$ cat src/rtl/fifo_pkg.sv
// Shared FIFO pointer helpers and default geometry, common to the write- and read-side
// controllers.
package fifo_pkg;

   localparam int unsigned ADDR_W_DEF   = 3;
   localparam int unsigned AFULL_TH_DEF = 2;
   localparam int unsigned PTR_MAX_W    = 32;

   function automatic logic [PTR_MAX_W-1:0] bin2gray(input logic [PTR_MAX_W-1:0] bin);
      return bin ^ (bin >> 1);
   endfunction

   // Callers zero-extend narrower pointers, which leaves the low bits unaffected.
   function automatic logic [PTR_MAX_W-1:0] gray2bin(input logic [PTR_MAX_W-1:0] gray);
      logic [PTR_MAX_W-1:0] bin;
      bin[PTR_MAX_W-1] = gray[PTR_MAX_W-1];
      for (int i = int'(PTR_MAX_W) - 2; i >= 0; i--) begin
         bin[i] = bin[i+1] ^ gray[i];
      end
      return bin;
   endfunction

endpackage

$ cat src/rtl/fifo_gray2bin.sv
// Combinational Gray-to-binary converter of configurable width.
module fifo_gray2bin
   import fifo_pkg::*;
#(
   parameter int unsigned WIDTH = ADDR_W_DEF + 1
) (
   input  logic [WIDTH-1:0] gray_i,
   output logic [WIDTH-1:0] bin_o
);

   assign bin_o = WIDTH'(gray2bin(PTR_MAX_W'(gray_i)));

endmodule

$ cat src/rtl/fifo_wr_ctrl.sv
// Write-side controller of an asynchronous FIFO: write pointer, full/almost-full, free count
// and sticky overflow flag, all in the write clock domain.
module fifo_wr_ctrl
   import fifo_pkg::*;
#(
   parameter int unsigned ADDR_W   = ADDR_W_DEF,
   parameter int unsigned AFULL_TH = AFULL_TH_DEF
) (
   input  logic              w_clk,
   input  logic              w_rst,
   input  logic              w_inc,
   input  logic [ADDR_W:0]   gray_r_ptr,
   input  logic              w_ovf_clr,
   output logic              w_en,
   output logic [ADDR_W-1:0] w_addr,
   output logic [ADDR_W:0]   gray_w_ptr,
   output logic              w_full,
   output logic              w_afull,
   output logic [ADDR_W:0]   w_free,
   output logic              w_ovf
);

   localparam int unsigned     PTR_W     = ADDR_W + 1;
   localparam logic [ADDR_W:0] DEPTH     = PTR_W'(2 ** ADDR_W);
   localparam logic            AFULL_RST = ((2 ** ADDR_W) <= AFULL_TH);

   logic [ADDR_W:0] wbin_q, wbin_d;
   logic [ADDR_W:0] wgray_q, wgray_d;
   logic [ADDR_W:0] free_q, free_d;
   logic [ADDR_W:0] rbin;
   logic            full_q, full_d;
   logic            afull_q, afull_d;
   logic            ovf_q, ovf_d;

   fifo_gray2bin #(
      .WIDTH (PTR_W)
   ) u_r_gray2bin (
      .gray_i (gray_r_ptr),
      .bin_o  (rbin)
   );

   assign w_en = w_inc & ~full_q & ~w_rst;

   // Flags are computed from the post-edge pointer so they never lag a write.
   always_comb begin
      wbin_d  = wbin_q + PTR_W'(w_en);
      wgray_d = PTR_W'(bin2gray(PTR_MAX_W'(wbin_d)));
      full_d  = (wgray_d == {~gray_r_ptr[ADDR_W -: 2], gray_r_ptr[ADDR_W-2:0]});
      free_d  = DEPTH - (wbin_d - rbin);
      afull_d = (PTR_MAX_W'(free_d) <= AFULL_TH);
      ovf_d   = (w_inc & full_q) | (ovf_q & ~w_ovf_clr);
   end

   always_ff @(posedge w_clk) begin
      if (w_rst) begin
         wbin_q  <= '0;
         wgray_q <= '0;
         full_q  <= 1'b0;
         free_q  <= DEPTH;
         afull_q <= AFULL_RST;
         ovf_q   <= 1'b0;
      end else begin
         wbin_q  <= wbin_d;
         wgray_q <= wgray_d;
         full_q  <= full_d;
         free_q  <= free_d;
         afull_q <= afull_d;
         ovf_q   <= ovf_d;
      end
   end

   assign w_addr     = wbin_q[ADDR_W-1:0];
   assign gray_w_ptr = wgray_q;
   assign w_full     = full_q;
   assign w_afull    = afull_q;
   assign w_free     = free_q;
   assign w_ovf      = ovf_q;

endmodule

$ cat config.mk
export PLATFORM = sky130hd
export DESIGN_NAME = fifo_wr_ctrl
export DESIGN_NICKNAME = d
export VERILOG_FILES = /design/src/rtl/fifo_pkg.sv /design/src/rtl/fifo_gray2bin.sv /design/src/rtl/fifo_wr_ctrl.sv
export SDC_FILE = /design/constraint.sdc
export NUM_CORES = 1
export LEC_CHECK = 0
export ABC_AREA = 1
export CORE_MARGIN = 8
export CORE_UTILIZATION = 47
export CTS_BUF_LIST = sky130_fd_sc_hd__clkbuf_8
export CTS_CLUSTER_SIZE = 16
export DETAILED_ROUTE_END_ITERATION = 16
export GPL_TIMING_DRIVEN = 0
export HOLD_SLACK_MARGIN = 0.08
export PLACE_DENSITY_LB_ADDON = 0.25
export SLEW_MARGIN = 20
export SYNTH_ARGS = -nofsm -noshare
export SYNTH_HDL_FRONTEND = slang
export SYNTH_SLANG_ARGS = --single-unit
$ cat constraint.sdc
create_clock -name w_clk -period 4.2 [get_ports w_clk]
set_input_delay 1.26 -clock w_clk [delete_from_list [all_inputs] [get_ports w_clk]]
set_output_delay 1.26 -clock w_clk [all_outputs]
set_load 0.05 [all_outputs]
==> flow_summary.toml <==
# implementation run metrics
[finish]
buffers = 23
drive_above_1_share_pct = 5.19
nFillCells = 142
area_delta_synth_final_pct = 39.8
final-clk-cell-share_pct = 5.26
nonClkBufAreaFrac_pct = 21.7
final-seq-area_um2 = 280
nets = 150
largest_cell_class = "multi-input combinational cells"
area.share.sequential_pct = 26.8

[placement]
place_area_um2 = 988
gp_congestion = 0.784
port_buffers = 22
dp_slack_ns = 0.0795

[yosys]
synth-adder-area-share_pct = 11.0
yosys_cells = 109
synthXorXnorAreaFrac_pct = 5.52
ys_sh_mux_pct = 0
ys_top_logic_family = "simple AND/OR/NAND/NOR gates"
yosys_warnings = 0
fp_nets = 123

[worst_hold_path]
holdPathStages = 2
hp-class = "reg2reg"
min_from = "w_ovf"

[global_routing]
grt_usage_pct = 11.5
grt_pass1_vias = 685
grt_start_max_net_pins = 11
grt-busiest-layer = "met2"
antenna_found_initial = 0

[drt]
highest_layer = "met4"
route.detailed.drc = 0
drt-met1-wl_um = 786
drt-initial-drc-count = 19

[critical_path]
reg2reg_to = "w_afull"
cpPeakStageDelay_ns = 0.44
r2r-start = "w_full"
crit_type = "in2reg"
startpoint = "w_rst"
cp.arrival_ns = 4.07
critPathLaunchType = "primary input"
endpoint_kind = "flop"

[power_and_ir_drop]
p_seq_uw = 151
p_sw_share_pct = 34.4
p_int_uw = 284
switching_power_uw = 149
power_per_cell_area_nw_per_um2 = 414
comb_power_uw = 155
power.group.top = "combinational cells"
post-layout-total-power_uw = 433

[outcome]
status = "complete, no violations"

[floorplan]
io_pins = 23
fp.dieH_um = 55.9
n_tap_cell = 16

[sta]
tightest_slew_ns = 0.513
min_period_ns = 3.89
slew_headroom_pct = 65.7
fin_ws_ns = 0.312
min_period_over_period_pct = 92.6
tns_ns = 0

[run]
maxCapViolations = 0
warnings = 26

[clock_tree]
cts.htree.levels = 1
## Yosys cell counts
| cell type | count | share of area, % |
|---|---|---|
| nand3_1 | 9 | 6.0 |
| inv_1 | 19 | 9.5 |
| a21oi_1 | 1 | 0.67 |
| nor2_2 | 1 | 0.84 |
| nand4_1 | 2 | 1.7 |
| clkinv_1 | 1 | 0.50 |
| o21ai_0 | 1 | 0.67 |
| nor2_1 | 14 | 7.0 |
| clkbuf_1 | 1 | 0.50 |
| ha_1 | 5 | 8.4 |
| nand2_1 | 37 | 19 |
| xor2_2 | 2 | 4.3 |
| xnor2_1 | 1 | 1.2 |
| fa_1 | 1 | 2.7 |
| dfxtp_1 | 14 | 37 |
## sequential cells by signal (all words and copies together) (netlist names)
name,count
gray_w_ptr,3
w_afull,1
w_free,4
w_full,1
w_ovf,1
wbin_q,4
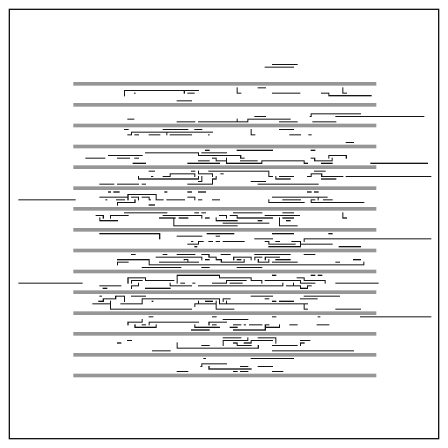
**Above:** met1 routing.
Supply wires on this layer in gray.
share of all routed wire: 46%
wire length on this layer: 786 um
nets with wire on the layer: 143
longest straight run: 28.1 um
main direction: horizontal

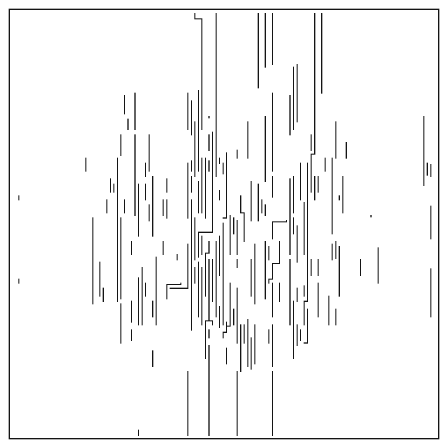
**Above:** M2 wires.
wire length on this layer: 823 um
main direction: vertical
nets with wire on the layer: 128
routed wire length: 1710 um
GR Layer Usage met2: 18.4%

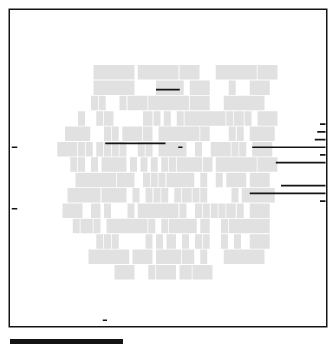
**Above:** signal wires on met3.
Scale bar: 20 um. Cells faint in the background.
nets with wire on the layer: 13
share of all routed wire: 3.7%
met3 usage: 2.28%
via count: 731

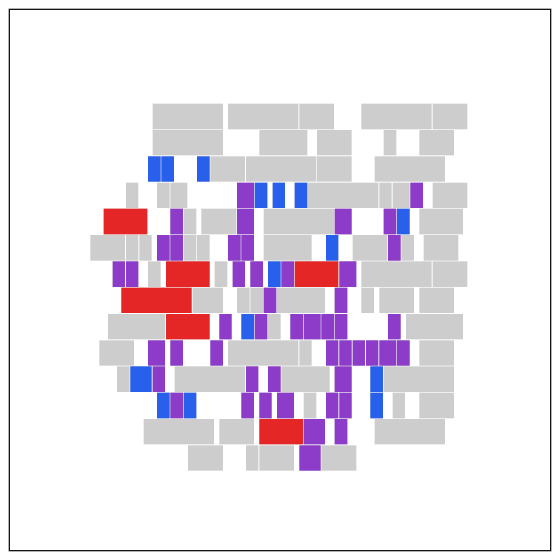
**Above:** gate-type map.
legend:
  red:
    family: fa/ha/maj cells
    cells: 6
  blue:
    family: nor cells
    cells: 15
  purple:
    family: nand cells
    cells: 48

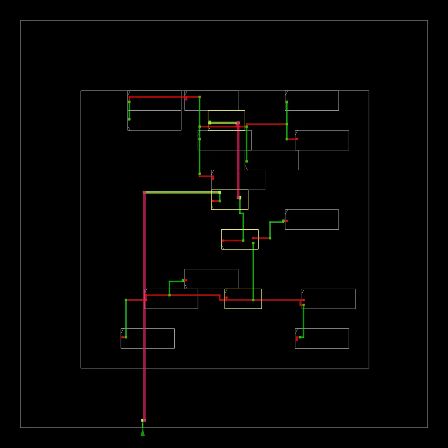
**Above:** the clock network.
clk sinks: 14
clk latency late pin: 0.24 ns
num sequential: 14
clock group power: 127 uW
clkbuf count: 4

No activity file was given, so power comes from the tool's default toggle rates.
